`config.mk`:
```
export PLATFORM = sky130hd
export DESIGN_NAME = apb_uart_master_flat
export DESIGN_NICKNAME = d
export VERILOG_FILES = /design/src/rtl/apb_uart_master_if.sv /design/src/rtl/apb_uart_master.sv /design/src/flat_wrapper.sv
export SDC_FILE = /design/constraint.sdc
export NUM_CORES = 1
export LEC_CHECK = 0
export CORE_MARGIN = 3
export CORE_UTILIZATION = 30
export DETAILED_ROUTE_END_ITERATION = 8
export SETUP_SLACK_MARGIN = 0.1
export SLEW_MARGIN = 20
export SYNTH_ARGS = -nofsm -noshare
export SYNTH_HDL_FRONTEND = slang
export SYNTH_SLANG_ARGS = --single-unit
```
`constraint.sdc`:
```
create_clock -name pclk -period 4.1 [get_ports pclk]
set_input_delay 0.615 -clock pclk [delete_from_list [all_inputs] [get_ports pclk]]
set_output_delay 0.615 -clock pclk [all_outputs]
set_load 0.01 [all_outputs]
```
`src/rtl/apb_uart_master_if.sv`:
```
// rtl/apb_uart_master_if.sv - host command/response and APB bus bundle for apb_uart_master
interface apb_uart_master_if #(
  parameter int ADDR_WIDTH = 2,
  parameter int DATA_WIDTH = 8
) ();
  logic                  cmd_valid;
  logic                  cmd_ready;
  logic                  cmd_write;
  logic [ADDR_WIDTH-1:0] cmd_addr;
  logic [DATA_WIDTH-1:0] cmd_wdata;
  logic                  rsp_valid;
  logic [DATA_WIDTH-1:0] rsp_rdata;
  logic                  rsp_err;
  logic                  psel;
  logic                  penable;
  logic                  pwrite;
  logic [ADDR_WIDTH-1:0] paddr;
  logic [DATA_WIDTH-1:0] pwdata;
  logic [DATA_WIDTH-1:0] prdata;
  logic                  pready;

  modport master (
    input  cmd_valid, cmd_write, cmd_addr, cmd_wdata, prdata, pready,
    output cmd_ready, rsp_valid, rsp_rdata, rsp_err,
    output psel, penable, pwrite, paddr, pwdata
  );

  modport slave (
    output cmd_valid, cmd_write, cmd_addr, cmd_wdata, prdata, pready,
    input  cmd_ready, rsp_valid, rsp_rdata, rsp_err,
    input  psel, penable, pwrite, paddr, pwdata
  );
endinterface

```
`src/rtl/apb_uart_master.sv`:
```
// rtl/apb_uart_master.sv - single-outstanding APB initiator for the UART register block
module apb_uart_master #(
  parameter int ADDR_WIDTH     = 2,
  parameter int DATA_WIDTH     = 8,
  parameter int TIMEOUT_CYCLES = 16
) (
  input  logic              pclk,
  input  logic              presetn,
  apb_uart_master_if.master bus
);
  localparam int CW = (TIMEOUT_CYCLES > 0) ? $clog2(TIMEOUT_CYCLES + 1) : 1;

  typedef enum logic [1:0] {IDLE, SETUP, ACCESS, RESP} state_t;

  state_t                state_q, state_d;
  logic                  psel_q, psel_d;
  logic                  penable_q, penable_d;
  logic                  pwrite_q, pwrite_d;
  logic [ADDR_WIDTH-1:0] paddr_q, paddr_d;
  logic [DATA_WIDTH-1:0] pwdata_q, pwdata_d;
  logic                  rsp_valid_q, rsp_valid_d;
  logic [DATA_WIDTH-1:0] rsp_rdata_q, rsp_rdata_d;
  logic                  rsp_err_q, rsp_err_d;
  logic [CW-1:0]         cnt_q, cnt_d;

  always_ff @(posedge pclk or negedge presetn) begin
    if (!presetn) begin
      state_q     <= IDLE;
      psel_q      <= 1'b0;
      penable_q   <= 1'b0;
      pwrite_q    <= 1'b0;
      paddr_q     <= '0;
      pwdata_q    <= '0;
      rsp_valid_q <= 1'b0;
      rsp_rdata_q <= '0;
      rsp_err_q   <= 1'b0;
      cnt_q       <= '0;
    end else begin
      state_q     <= state_d;
      psel_q      <= psel_d;
      penable_q   <= penable_d;
      pwrite_q    <= pwrite_d;
      paddr_q     <= paddr_d;
      pwdata_q    <= pwdata_d;
      rsp_valid_q <= rsp_valid_d;
      rsp_rdata_q <= rsp_rdata_d;
      rsp_err_q   <= rsp_err_d;
      cnt_q       <= cnt_d;
    end
  end

  // Outputs are computed for the state being entered so every bus pin comes straight from a flop.
  always_comb begin
    state_d     = state_q;
    psel_d      = psel_q;
    penable_d   = penable_q;
    pwrite_d    = pwrite_q;
    paddr_d     = paddr_q;
    pwdata_d    = pwdata_q;
    rsp_valid_d = 1'b0;
    rsp_rdata_d = rsp_rdata_q;
    rsp_err_d   = rsp_err_q;
    cnt_d       = cnt_q;
    unique case (state_q)
      IDLE: begin
        if (bus.cmd_valid) begin
          pwrite_d  = bus.cmd_write;
          paddr_d   = bus.cmd_addr;
          pwdata_d  = bus.cmd_wdata;
          psel_d    = 1'b1;
          penable_d = 1'b0;
          cnt_d     = '0;
          state_d   = SETUP;
        end
      end
      SETUP: begin
        penable_d = 1'b1;
        cnt_d     = CW'(1);
        state_d   = ACCESS;
      end
      ACCESS: begin
        if (bus.pready) begin
          rsp_rdata_d = pwrite_q ? '0 : bus.prdata;
          rsp_err_d   = 1'b0;
          rsp_valid_d = 1'b1;
          psel_d      = 1'b0;
          penable_d   = 1'b0;
          state_d     = RESP;
        end else if (TIMEOUT_CYCLES != 0 && cnt_q == CW'(TIMEOUT_CYCLES)) begin
          rsp_rdata_d = '0;
          rsp_err_d   = 1'b1;
          rsp_valid_d = 1'b1;
          psel_d      = 1'b0;
          penable_d   = 1'b0;
          state_d     = RESP;
        end else begin
          cnt_d = cnt_q + CW'(1);
        end
      end
      RESP: begin
        state_d = IDLE;
      end
      default: begin
        state_d = IDLE;
      end
    endcase
  end

  assign bus.cmd_ready = (state_q == IDLE);
  assign bus.psel      = psel_q;
  assign bus.penable   = penable_q;
  assign bus.pwrite    = pwrite_q;
  assign bus.paddr     = paddr_q;
  assign bus.pwdata    = pwdata_q;
  assign bus.rsp_valid = rsp_valid_q;
  assign bus.rsp_rdata = rsp_rdata_q;
  assign bus.rsp_err   = rsp_err_q;
endmodule

```
`src/flat_wrapper.sv`:
```
// flat-port wrapper written by rule: the top's interface ports become plain ports
module apb_uart_master_flat 
#(
  parameter int ADDR_WIDTH     = 2,
  parameter int DATA_WIDTH     = 8,
  parameter int TIMEOUT_CYCLES = 16
)
  (pclk, presetn, bus_cmd_valid, bus_cmd_write, bus_cmd_addr, bus_cmd_wdata, bus_prdata, bus_pready, bus_cmd_ready, bus_rsp_valid, bus_rsp_rdata, bus_rsp_err, bus_psel, bus_penable, bus_pwrite, bus_paddr, bus_pwdata);
  apb_uart_master_if #(.ADDR_WIDTH(ADDR_WIDTH), .DATA_WIDTH(DATA_WIDTH)) bus_i ();
  input  logic pclk;
  input  logic presetn;
  input wire logic [$bits(bus_i.cmd_valid)-1:0] bus_cmd_valid;
  input wire logic [$bits(bus_i.cmd_write)-1:0] bus_cmd_write;
  input wire logic [$bits(bus_i.cmd_addr)-1:0] bus_cmd_addr;
  input wire logic [$bits(bus_i.cmd_wdata)-1:0] bus_cmd_wdata;
  input wire logic [$bits(bus_i.prdata)-1:0] bus_prdata;
  input wire logic [$bits(bus_i.pready)-1:0] bus_pready;
  output wire logic [$bits(bus_i.cmd_ready)-1:0] bus_cmd_ready;
  output wire logic [$bits(bus_i.rsp_valid)-1:0] bus_rsp_valid;
  output wire logic [$bits(bus_i.rsp_rdata)-1:0] bus_rsp_rdata;
  output wire logic [$bits(bus_i.rsp_err)-1:0] bus_rsp_err;
  output wire logic [$bits(bus_i.psel)-1:0] bus_psel;
  output wire logic [$bits(bus_i.penable)-1:0] bus_penable;
  output wire logic [$bits(bus_i.pwrite)-1:0] bus_pwrite;
  output wire logic [$bits(bus_i.paddr)-1:0] bus_paddr;
  output wire logic [$bits(bus_i.pwdata)-1:0] bus_pwdata;
  assign bus_i.cmd_valid = bus_cmd_valid;
  assign bus_i.cmd_write = bus_cmd_write;
  assign bus_i.cmd_addr = bus_cmd_addr;
  assign bus_i.cmd_wdata = bus_cmd_wdata;
  assign bus_i.prdata = bus_prdata;
  assign bus_i.pready = bus_pready;
  assign bus_cmd_ready = bus_i.cmd_ready;
  assign bus_rsp_valid = bus_i.rsp_valid;
  assign bus_rsp_rdata = bus_i.rsp_rdata;
  assign bus_rsp_err = bus_i.rsp_err;
  assign bus_psel = bus_i.psel;
  assign bus_penable = bus_i.penable;
  assign bus_pwrite = bus_i.pwrite;
  assign bus_paddr = bus_i.paddr;
  assign bus_pwdata = bus_i.pwdata;
  apb_uart_master #(.ADDR_WIDTH(ADDR_WIDTH), .DATA_WIDTH(DATA_WIDTH), .TIMEOUT_CYCLES(TIMEOUT_CYCLES)) u_core (.pclk(pclk), .presetn(presetn), .bus(bus_i));
endmodule
```
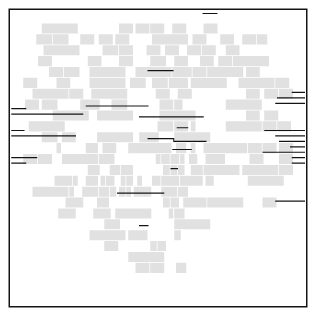
*Signal wires on met3, run 1*
Scale: 4 px per um.
share of all routed wire	6.1%
main direction	horizontal
Routed WL: 3173 um
Via Count: 1034

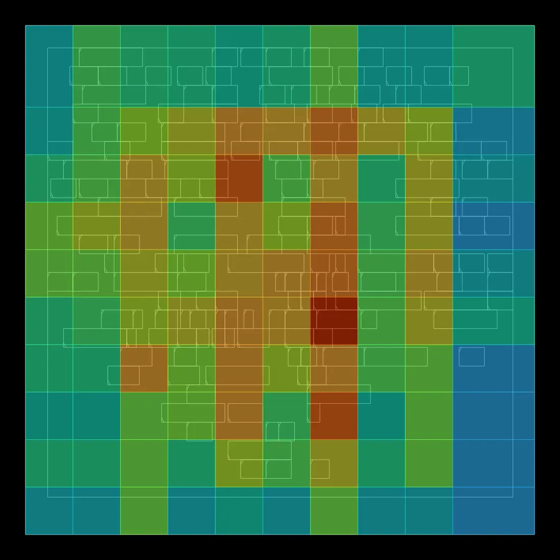
*Congestion heat map, run 1*
wire length per cell after detailed routing: 14.97 um
busiest metal layer after global routing: met2

==> out/results.ini, run 1 <==
[yosys]
synth.yosys.num_cells=108
netlist.top_cell.by_area=sky130_fd_sc_hd__dfrtp_1
synth.yosys.warnings=0
synth.top_cell.area_share=0.5415
ys_chip_area_um2=1386
ys_dominant_reg_cell=sky130_fd_sc_hd__dfrtp_1
mean_instance_size_in_the_synthesized_netlist_um2=12.84
synth.ff_latch_count=30

[layout]
fillerInstances=390
antenna_cells=0
layout_top_cell_excl_fill_tap=sky130_fd_sc_hd__clkdlybuf4s50_1
comb_area_share=0.2855
ff_count=30
register_area_um2=750.7
layout-drive-gt1-share=0.2563
layout.clock_buffers=6
num-nets-final=188
buffers_excl_clock=47
non_clock_inverter_count=9
commonest_cells_after_routing_fill_and_taps_aside=sky130_fd_sc_hd__clkdlybuf4s50_1 (46), sky130_fd_sc_hd__dfrtp_1 (30), sky130_fd_sc_hd__mux2_2 (12)

[critical_path]
max_stage_delay_ps=570
worstPathRequired_ps=3480
critical_path_depth=3
timing.critical_path.slowest_stage_cell=sky130_fd_sc_hd__clkdlybuf4s50_1
worst_ep_arrival_time_ps=1610
r2r-start=u_core.state_q[0]$_DFFE_PN0P_
ff2ff_path_depth=5
worst_r2r_endpoint=u_core.bus.rsp_rdata[1]$_DFFE_PN0P_
worst_path_dominant_cell_family=buffers and inverters
critical_path.max_fanout=5
critPathLaunchType=flip-flop
rrSetupSlack_ps=2170

[sta]
fin_crit_sh=0.5431
timing.slew.headroom=0.5982
max_slew.worst_pin.slew_ps=602.7
hold_viol=0
maxClockFrequency_mhz=449.1
setup_viol=0
grt_setup_unrepaired=no

[status]
run_status=completed

[drt]
detail_route.vias_per_cell=4.877
drt_iter0_drc=23
wl_met1_um=1369
dr_wl_met2_um=1534
top_layer_used=met4
drc=0
detailroute.wirelength.met3_um=194
first_pass_iteration_count_of_the_detailed_router=4

[job]
maxCapViolCount=0

[cts]
cts_inserted_buffers=5
postCtsResizedCells=0
post_cts.repair.setup_buffers=0
cts_tree=done
cts-root-to-sink-buffers=2
clkSinkCount=30
insertion_delay_ps=280

[floorplanning]
floorplan.rows=24
fp.dieW_um=73.98
ioPinCount=47
floorplan.die.height_um=73.98

[power_and_ir_drop]
power.share.switching=0.3093
p_total_mw=1.491
largestPowerGroup=combinational cells
power_frac_seq=0.318
power.combinational.total_uw=645
pwr.group.sequential_uw=475

[placed_design]
gp_routability_congestion=0.8195
hpwl_um=2407
count_of_buffers_from_port_buffering=46
dpl.cell_count=204

[global_route]
grtUsageMet1=0.1610
grt_antenna_before_repair=0

[worst_hold_path]
hold_start=u_core.bus.penable$_DFFE_PN0P_
whs_endpoint=u_core.bus.penable$_DFFE_PN0P_
timing.hold.worst.class=reg -> reg

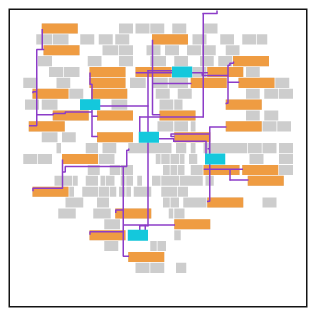
*Clock distribution, run 1*
Scale: 4 px per um.
[clock drivers] cyan | count: 5
[clock wires] purple | length: 416 um
[flip-flops] orange | count: 30
routed clock nets	6
Post-Route Skew: 8.704 ps
clock network fraction of total power: 0.249

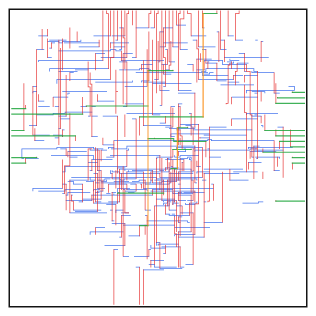
*Routed metal, one color a layer, run 1*
Scale: 4 px per um.
layer	color	wire length
metal 1	blue	1370 um
metal 2	red	1530 um
metal 4	orange	74.8 um
metal 3	green	195 um
total global-route track usage: 0.1242

-- run 1: metrics by stage --
step	setup WS, ps	hold WS (ps)	util	cell area, um2
2_1_floorplan	2358	319.4	-	1386
4_1_cts	1847	498.5	0.4637	2047
3_3_place_gp	1927	489.0	0.4314	1904
3_5_place_dp	1887	479.0	0.4314	1904
5_1_grt	1797	510.9	0.4637	2047
6_report	1873	495.1	0.4637	2047
-- run 1: cell families (layout without fill, tap and decap cells) --
family	count (synthesis)	after routing	share of synthesized area
AND-OR/OR-AND	28	28	0.1697
adder cells (fa/ha/maj)	6	6	0.05415
buffers and inverters	12	64	0.03700
flip-flops	30	30	0.5415
multiplexers	14	14	0.1137
AND/OR/NAND/NOR	18	18	0.08394
--- run 2 (diff from run 1) ---
==> constraint.sdc (replaced) <==
create_clock -name pclk -period 2 [get_ports pclk]
set_input_delay 0.3 -clock pclk [delete_from_list [all_inputs] [get_ports pclk]]
set_output_delay 0.3 -clock pclk [all_outputs]
set_load 0.01 [all_outputs]
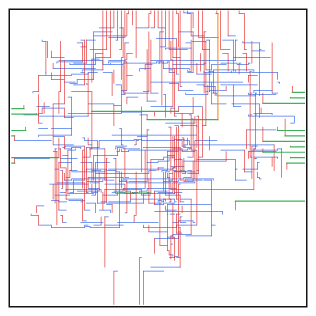
*Routed metal, one color a layer, run 2*
Scale: 4 px per um.
layer	color	wire length
metal 2	red	1550 um
metal 4	orange	26.5 um
metal 1	blue	1420 um
metal 3	green	154 um
Via Count: 1051
Routed WL: 3154 um
total global-route track usage: 0.1240
wire length per cell after detailed routing: 14.67 um

==> out/results.ini, run 2 <==
[layout]
finalCoreUtilization=0.4572
comb_area_share=0.2908
commonest_cells_after_routing_fill_and_taps_aside=sky130_fd_sc_hd__clkdlybuf4s50_1 (45), sky130_fd_sc_hd__dfrtp_1 (30), sky130_fd_sc_hd__mux2_2 (12)
antenna_cells=0
non_clock_inverter_count=9
num-nets-final=192
ff_count=30

[floorplanning]
floorplan.rows=24
ioPinCount=47

[global_route]
grtUsageMet1=0.1689
grt_antenna_before_repair=0

[critical_path]
critPathLaunchType=flip-flop
timing.critical_path.slowest_stage_cell=sky130_fd_sc_hd__dfrtp_1
rrSetupSlack_ps=200
worst_ep_arrival_time_ps=1960
r2r-start=u_core.state_q[0]$_DFFE_PN0P_
critical_path.max_fanout=5
max_stage_delay_ps=400

[drt]
detailroute.wirelength.met3_um=154
dr_wl_met2_um=1554
first_pass_iteration_count_of_the_detailed_router=4

[power_and_ir_drop]
power.combinational.total_mw=1.38
p_total_mw=2.800
clock_power_share=0.158
pwr.group.sequential_uw=979

[cts]
post_cts.repair.setup_buffers=0
cts_tree=done
insertion_delay_ps=270
cts_inserted_buffers=5

[placed_design]
placed_area_um2=1927
place_ws_ps=201.1
dpl.cell_count=207

[yosys]
synth.yosys.warnings=0
netlist.top_cell.by_area=sky130_fd_sc_hd__dfrtp_1
synth.top_cell.area_share=0.5415
synth.ff_latch_count=30
mean_instance_size_in_the_synthesized_netlist_um2=12.84

[sta]
timing.slew.headroom=0.6913
max_slew.worst_pin.slew_ps=462.0
maxClockFrequency_mhz=554.1
worst_slack_ps=195.1

[worst_hold_path]
timing.hold.worst.class=in -> async

[status]
run_status=completed

run 2: cell types whose count changed in the layout (fill, tap and decap cells not counted), sizes merged:
| cell | previous run | this run |
|---|---|---|
| buf | 1 | 5 |
| bufinv | 2 | 0 |
| clkbuf | 6 | 5 |
| dlymetal6s2s | 0 | 1 |
| clkdlybuf4s50 | 46 | 45 |
| clkinv | 0 | 2 |
run 2: cell families after synthesis:
group                    after synthesis  share of synthesized area
adder cells (fa/ha/maj)                6                    0.05415
flip-flops                            30                     0.5415
multiplexers                          14                     0.1137
AND-OR/OR-AND                         28                     0.1697
AND/OR/NAND/NOR                       18                    0.08394
buffers and inverters                 12                    0.03700
run 2: critical path, delay by kind of cell, from the launching register on:
kind,cells,cell delay [ps]
simple gates,2,530
flops,1,400
mux,1,320
fa+ha+maj,1,240
compound gates,1,120
buf+inv,1,80
Power and IR drop assume default switching activity.
